**config.mk**
```make
export PLATFORM = sky130hd
export DESIGN_NAME = rr_grant_arbiter
export DESIGN_NICKNAME = d
export VERILOG_FILES = /design/src/rtl/rr_grant_arbiter.sv
export SDC_FILE = /design/constraint.sdc
export NUM_CORES = 1
export LEC_CHECK = 0
export CAP_MARGIN = 40
export CORE_MARGIN = 1
export CORE_UTILIZATION = 59
export CTS_CLUSTER_DIAMETER = 50
export DETAILED_ROUTE_END_ITERATION = 8
export PLACE_DENSITY = 0.91
export SKIP_CTS_REPAIR_TIMING = 1
export SYNTH_ARGS = -nofsm -noshare
export SYNTH_HDL_FRONTEND = slang
export SYNTH_SLANG_ARGS = --single-unit
```
**constraint.sdc**
```tcl
create_clock -name clk -period 4.8 [get_ports clk]
set_clock_uncertainty 0.1 [all_clocks]
set_input_delay 1.44 -clock clk [delete_from_list [all_inputs] [get_ports clk]]
set_output_delay 1.44 -clock clk [all_outputs]
set_load 0.02 [all_outputs]
```
**src/rtl/rr_grant_arbiter.sv**
```systemverilog
`default_nettype none
// ============================================================================
//  Module      : rr_grant_arbiter
//  Description : Five-requester round-robin arbiter with a registered one-hot
//                grant and a hold limit. An owner keeps the grant while its
//                request stays high. If other requesters are waiting, it is
//                preempted after MAX_HOLD consecutive grant cycles.
//  Ports       : clk       - rising-edge clock
//                rst_n     - asynchronous active-low reset
//                req[4:0]  - level-sensitive request per agent
//                grant[4:0]- registered one-hot (or zero) grant
//                grant_id  - binary index of the set grant bit, 0 when idle
//                busy      - high iff grant is non-zero
//                timeout   - one-cycle pulse on the first cycle of a grant
//                            that was taken by forced preemption
//  Revision    : 1.0 - initial release
// ============================================================================
module rr_grant_arbiter #(
    parameter int MAX_HOLD = 8
) (
    input  logic       clk,
    input  logic       rst_n,
    input  logic [4:0] req,
    output logic [4:0] grant,
    output logic [2:0] grant_id,
    output logic       busy,
    output logic       timeout
);

    localparam logic [7:0] c_max_hold = 8'(MAX_HOLD);

    typedef enum logic [0:0] {
        IDLE  = 1'b0,
        GRANT = 1'b1
    } state_t;

    state_t     r_state;
    logic [2:0] r_ptr;
    logic [7:0] r_hold_cnt;
    logic [4:0] r_grant;
    logic [2:0] r_grant_id;
    logic       r_busy;
    logic       r_timeout;

    state_t     w_next_state;
    logic [2:0] w_next_ptr;
    logic [7:0] w_next_hold;
    logic [4:0] w_next_grant;
    logic [2:0] w_next_id;
    logic       w_next_busy;
    logic       w_next_timeout;

    logic [4:0] w_others;
    logic       w_owner_req;
    logic [4:0] w_search_req;
    logic [2:0] w_search_base;
    logic       w_found;
    logic [2:0] w_win;

    // Wraps a sum in the range 0..9 into 0..4.
    function automatic logic [2:0] f_mod5(input logic [3:0] v);
        if (v >= 4'd5) begin
            return 3'(v - 4'd5);
        end
        return v[2:0];
    endfunction

    // While granted, the owner is masked out. This keeps the owner out of
    // the search on preemption. On release, its request is already low.
    assign w_others    = req & ~r_grant;
    assign w_owner_req = |(req & r_grant);

    assign w_search_req  = (r_state == GRANT) ? w_others   : req;
    assign w_search_base = (r_state == GRANT) ? r_grant_id : r_ptr;

    // Round-robin search: the first request at base+1, base+2, ... mod 5.
    always_comb begin
        w_found = 1'b0;
        w_win   = 3'd0;
        for (int i = 1; i <= 5; i++) begin
            if (!w_found && w_search_req[f_mod5({1'b0, w_search_base} + 4'(i))]) begin
                w_found = 1'b1;
                w_win   = f_mod5({1'b0, w_search_base} + 4'(i));
            end
        end
    end

    always_comb begin
        w_next_state   = r_state;
        w_next_ptr     = r_ptr;
        w_next_hold    = r_hold_cnt;
        w_next_grant   = r_grant;
        w_next_id      = r_grant_id;
        w_next_busy    = r_busy;
        w_next_timeout = 1'b0;

        case (r_state)
            IDLE: begin
                if (w_found) begin
                    w_next_grant = 5'b00001 << w_win;
                    w_next_id    = w_win;
                    w_next_busy  = 1'b1;
                    w_next_hold  = 8'd1;
                    w_next_state = GRANT;
                end
            end
            GRANT: begin
                if (!w_owner_req) begin
                    w_next_ptr = r_grant_id;
                    if (w_found) begin
                        // Hand over directly, so the grant has no zero cycle.
                        w_next_grant = 5'b00001 << w_win;
                        w_next_id    = w_win;
                        w_next_hold  = 8'd1;
                    end else begin
                        w_next_grant = 5'b00000;
                        w_next_id    = 3'd0;
                        w_next_busy  = 1'b0;
                        w_next_hold  = 8'd0;
                        w_next_state = IDLE;
                    end
                end else if (r_hold_cnt == c_max_hold) begin
                    if (w_found) begin
                        w_next_ptr     = r_grant_id;
                        w_next_grant   = 5'b00001 << w_win;
                        w_next_id      = w_win;
                        w_next_hold    = 8'd1;
                        w_next_timeout = 1'b1;
                    end else begin
                        // Nobody else is waiting. Restart the hold window.
                        w_next_hold = 8'd1;
                    end
                end else begin
                    w_next_hold = r_hold_cnt + 8'd1;
                end
            end
            default: begin
                w_next_state = IDLE;
            end
        endcase
    end

    always_ff @(posedge clk or negedge rst_n) begin
        if (!rst_n) begin
            r_state    <= IDLE;
            r_ptr      <= 3'd4;
            r_hold_cnt <= 8'd0;
            r_grant    <= 5'b00000;
            r_grant_id <= 3'd0;
            r_busy     <= 1'b0;
            r_timeout  <= 1'b0;
        end else begin
            r_state    <= w_next_state;
            r_ptr      <= w_next_ptr;
            r_hold_cnt <= w_next_hold;
            r_grant    <= w_next_grant;
            r_grant_id <= w_next_id;
            r_busy     <= w_next_busy;
            r_timeout  <= w_next_timeout;
        end
    end

    assign grant    = r_grant;
    assign grant_id = r_grant_id;
    assign busy     = r_busy;
    assign timeout  = r_timeout;

endmodule
`default_nettype wire

```
Run 1, congestion heat map:
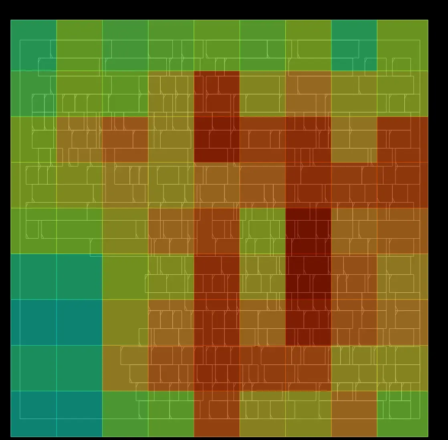
GRT busiest layer: met2
final core utilization: 71.8%
met1 Use GR: 42.0%

Run 1, signal wires on met3:
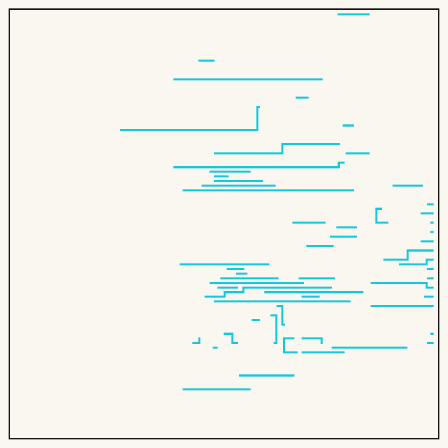
The wires run mostly horizontal. The longest straight run is 24.8 um. 46 nets have wire on it. The layer carries 376 um of wire.

==> reports/metrics.yaml, run 1 <==
slew_headroom_pct: 58.7
run_status: "complete, no violations"
cts_buffers: 3
setup_viol: 0
clk_share_pct: 2.89
detail_route.vias_per_cell: 6.88
slew_viol_final: 0
synth_stat.cells: 250
dpl.hpwl_um: 4400
drt-met1-wl_um: 2520
dp_slack_ns: 0.442
clkLatencyLatePin_ns: 0.27
syn_inst: 250
regToRegEndpoint: "grant[1]$_DFFE_PN0P_"
synth_area_leader_cell: "dfrtp_1"
seq_area_share_pct: 22.3
slowest_delay_ns: 0.50
rows: 21
port_buffers: 16
syn-num-nets: 267
flop-count: 22
setup_tns_ns: 0
synth.top_cell.area_share_pct: 24.0
ys_top_logic_family: "AND-OR/OR-AND gates"
comb-cell-share_pct: 61.9
min-delay-start: "r_hold_cnt[7]$_DFFE_PN0P_"
seq_area_sq_um: 552
final_cell_area_sq_mm: 0.00247
crit_path_start_kind: "input port"
fp_util_pct: 63.5
worstHoldEndpoint: "r_hold_cnt[7]$_DFFE_PN0P_"
flop_cell: "dfrtp_1"
cts_tree: "done"
netlist_area_sq_mm: 0.00219
final_nets: 284
largestClassByArea: "combinational gates"
ys_sh_adder_pct: 5.72
mux_share_pct: 9.79
antennaDiodeCount: 0
syn_avg_cell_area_sq_um: 8.74
timing.reg2reg.setup_slack_ns: 0.73
warnings: 32
tapcell.inserted: 46
crit_required_ns: 4.82
ys_area_sq_mm: 0.00219
fin_ws_ns: 0.538
highest_layer: "met4"
final_cell_mix: "nand2_1 (21), dfrtp_1 (21), o21ai_0 (17)"
logic_gates: 206
cts.sinks: 22
inv_count: 12
postRouteAntennaNets: 0
combGateArea_sq_mm: 0.00153
dr.pass1.iters: 5
path_max_fanout: 8
route.met3.wl_um: 375
Run 1, signal wires on met1:
Bar = 20 um. Supply wires on this layer in grey.
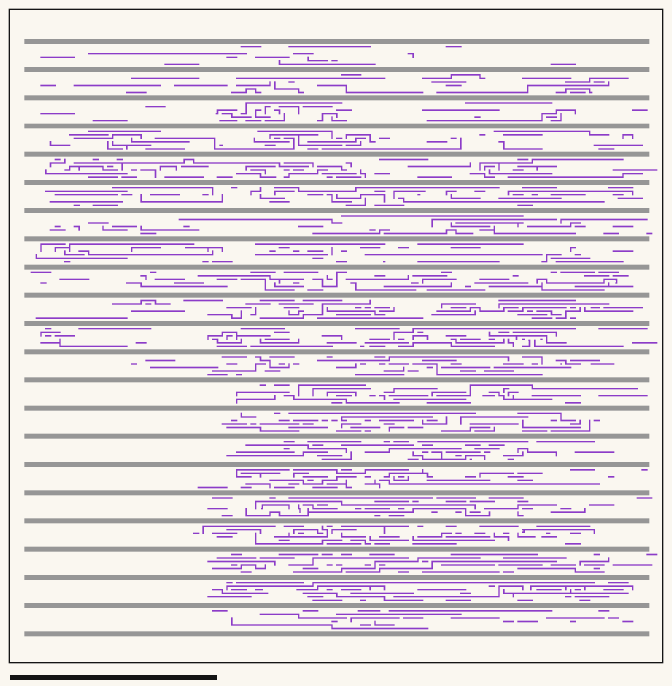
The layer holds 43% of the routed length. The wires run mostly horizontal.

## run 1: state kept, by name, indices dropped and copies added (netlist names)
register	flops
grant_id	3
grant	5
r_ptr	3
r_state	1
busy	1
timeout	1
r_hold_cnt	8
## run 1: per-stage QoR
stage          util [%]  instances
3_5_place_dp       69.7        308
6_report           71.8        312
4_1_cts            71.8        312
5_1_grt            71.8        312
3_3_place_gp       69.3        307
2_1_floorplan         -        250
--- run 2 (diff from run 1) ---
- CORE_UTILIZATION: 59 -> 64
- PLACE_DENSITY: 0.91 -> 0.95
- clock period: 4.8 -> 5 ns (I/O delays scaled with it)
Run 2, signal wires on met3:
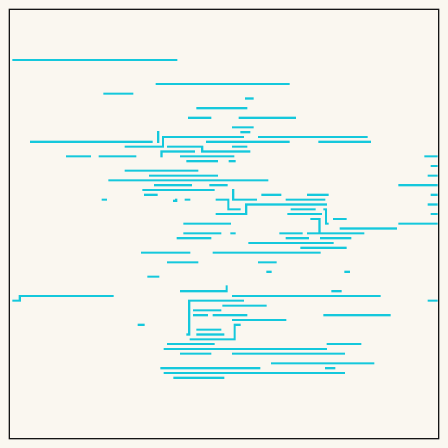
The layer holds 9.9% of the routed length. The longest straight run is 25.3 um. 73 nets have wire on it. The wires run mostly horizontal. The layer carries 619 um of wire.
vias: 2194
Post-Route WL: 6260 um
GR Util met3: 6.18%

Run 2, signal wires on met1:
Bar = 20 um. Supply wires on this layer in grey.
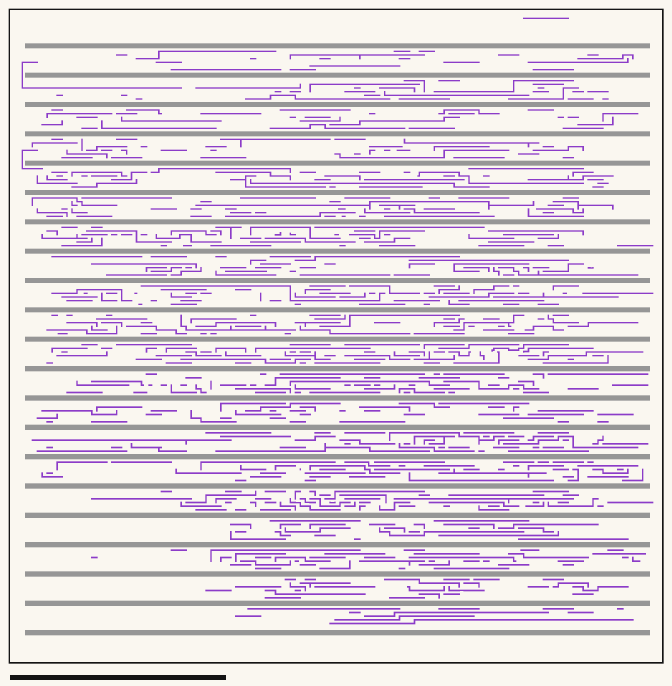
The layer carries 2550 um of wire. 253 nets have wire on it. The wires run mostly horizontal. The longest straight run is 20.2 um.

==> run 2 against run 1 <==
Die area fell by 7.6%. Non-clock buffer count fell by 2.
==> reports/metrics.yaml, run 2 <==
antenna_found_initial: 0
dr.pass1.iters: 5
fp_util_pct: 69.3
end_kind: "register"
crit_required_ns: 5.11
netlist_area_sq_mm: 0.00219
combGateArea_sq_mm: 0.00153
crit_path_start_kind: "register"
core_region_area_sq_mm: 0.00315
synth_flops: 22
dp_cells: 304
slew_viol_final: 0
syn-num-nets: 267
synth.top_cell.area_share_pct: 24.0
antennaDiodeCount: 0
crit_slowest_cell: "dfrtp_1"
worst_ep_arrival_time_ns: 4.52
cts_buffers: 3
comb-cell-share_pct: 62.8
syn_avg_cell_area_sq_um: 8.74
ctsRootBufferMaster: "clkbuf_4"
setup_viol: 0
grt-ovfl-total: 0
final_nets: 282
tapcell.inserted: 44
placedInstanceArea_sq_mm: 0.00238
setup_tns_ns: 0
yosys.cell_types.count: 67
dpl.hpwl_um: 4670
flop_cell: "dfrtp_1"
rows: 20
inv_count: 12
clkLatencyLatePin_ns: 0.32
seq_area_share_pct: 22.7
fin_ws_ns: 0.593
synth_area_leader_cell: "dfrtp_1"
logic_gates: 206
maxCapViolCount: 0
largest_register: "r_hold_cnt"
cts.sinks: 22
r2r_start: "r_state$_DFF_PN0_"
syn_inst: 250
run_status: "complete, no violations"
warnings: 32
edf_count: 0
min-delay-start: "r_hold_cnt[7]$_DFFE_PN0P_"
period_used_pct: 88.1
regToRegEndpoint: "r_ptr[0]$_DFFE_PN0P_"
finalNonFillerCells: 308
postRouteAntennaNets: 0
detail_route.vias_per_cell: 7.12
slew_headroom_pct: 58.6
path_max_fanout: 14
grt_pass1_wl_um: 9760
clk_share_pct: 2.16
n_fill_cell: 223
timing.reg2reg.setup_slack_ns: 0.59
flop-count: 22
dp_slack_ns: 0.492
largest_reg_flops: 8
final_cell_area_sq_mm: 0.00243
synth_stat.cells: 250
final_cell_mix: "nand2_1 (21), dfrtp_1 (21), o21ai_0 (17)"
die_area_sq_mm: 0.00365
port_buffers: 16
seq_area_sq_um: 552
largestClassByArea: "combinational gates"
worstHoldEndpoint: "r_hold_cnt[7]$_DFFE_PN0P_"
fin_util_pct: 77.2
slowest_delay_ns: 0.74
cts_tree: "done"
ys_area_sq_mm: 0.00219
[run 2: cell count changes in the layout (fill, tap and decap cells not counted), sizes merged]
cell  delta
buf      -2
[run 2: kinds of logic after synthesis]
kind of cell | share of synthesized area [%]
AOI/OAI and AO/OA | 32.3
xor gates and xnor gates | 2.80
adders and majority gates | 5.72
buffers and inverters | 4.75
DFF | 25.2
muxes | 9.79
and+or+nand+nor | 19.4
[run 2: metal layers]
layer	global-route usage (%)	share of wire, %	vias to the layer above	wire, um
li1	-	-	982	-
met1	48.9	41	1023	2550
met2	57.9	46	154	2860
met3	6.18	9.9	35	619
met4	12.0	3.6	0	226
met5	0	0	-	0
--- run 3 (diff from run 2) ---
- CORE_ASPECT_RATIO: not set -> 1.25
Run 3, metal 2:
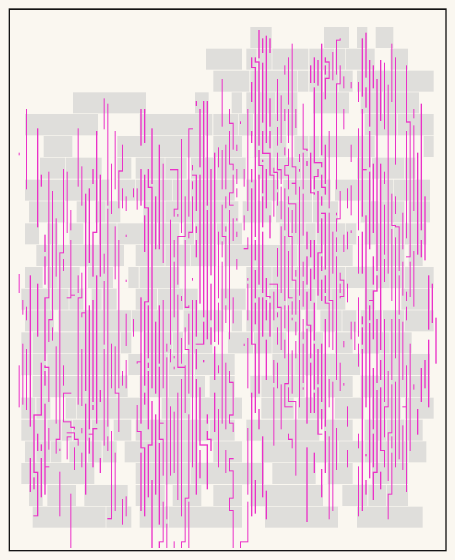
The wires run mostly vertical. The longest straight run is 27.0 um. 246 nets have wire on it. The layer holds 51% of the routed length. The layer carries 2980 um of wire.

Run 3, congestion heat map:
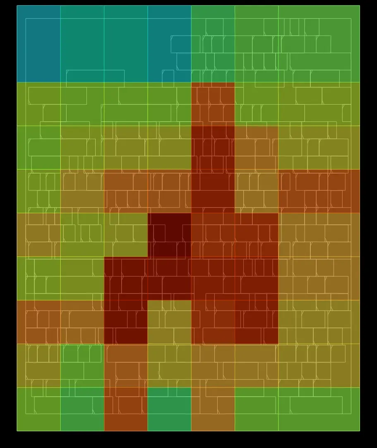
GR met2 Demand/Resource: 61.3%
routed len/inst: 19.3 um
Total GRT Usage: 33.8%

==> run 3 against run 2 <==
Final cell count is 2.6% lower. Area after synthesis stayed put. Worst hold slack better by 0.011 ns. Count of clock-buffer cells in the layout stayed put. Critical path depth is 1 lower. Synthesized cell count stayed put. Sequential cell count stayed put. Die area hardly changed. Wire length is 7.6% lower. Highest routed layer unchanged.
==> reports/metrics.yaml, run 3 <==
fp_util_pct: 67.8
netlist_area_sq_mm: 0.00219
dp_slack_ns: 0.477
dpl.hpwl_um: 4390
run_status: "complete, no violations"
syn_avg_cell_area_sq_um: 8.74
path_max_fanout: 16
routed_wl_um: 5780
vias: 2156
syn-num-nets: 267
slew_viol_final: 0
r2r_start: "r_state$_DFF_PN0_"
syn_inst: 250
warnings: 32
final_cell_area_sq_mm: 0.00244
largest_reg_flops: 8
core_region_area_sq_mm: 0.00322
grt-ovfl-total: 0
slowest_delay_ns: 0.79
finalNonFillerCells: 300
yosys.cell_types.count: 67
final_cell_mix: "nand2_1 (21), dfrtp_1 (21), o21ai_0 (17)"
setup_tns_ns: 0
setup_viol: 0
dp_cells: 296
final_nets: 281
rows: 23
fin_util_pct: 75.6
clkLatencyLatePin_ns: 0.26
period_used_pct: 89.9
slew_headroom_pct: 54.3
run 3: cells by family after synthesis:
logic type,Yosys count,synth area share [%]
compound gates,93,32.3
xor+xnor,7,2.80
fa+ha+maj,10,5.72
buf+inv,22,4.75
flops,22,25.2
mux,17,9.79
simple gates,79,19.4
run 3: area by class of cell:
cell class / count / area [sq um]
Inverter: 12 / 47.5
Sequential cell: 22 / 552
Fill cell: 225 / 786
Clock inverter: 1 / 30.0
Timing Repair Buffer: 19 / 190
Multi-Input combinational cell: 206 / 1530
Clock buffer: 3 / 41.3
Tap cell: 37 / 46.3
run 3: per-layer routing:
layer  up-vias  track usage, %  part of all wire, %
li1        992               -                    -
met1      1032            37.8                   38
met2       108            61.3                   51
met3        24            5.86                  6.8
met4         0            13.1                  3.3
met5         -               0                    0
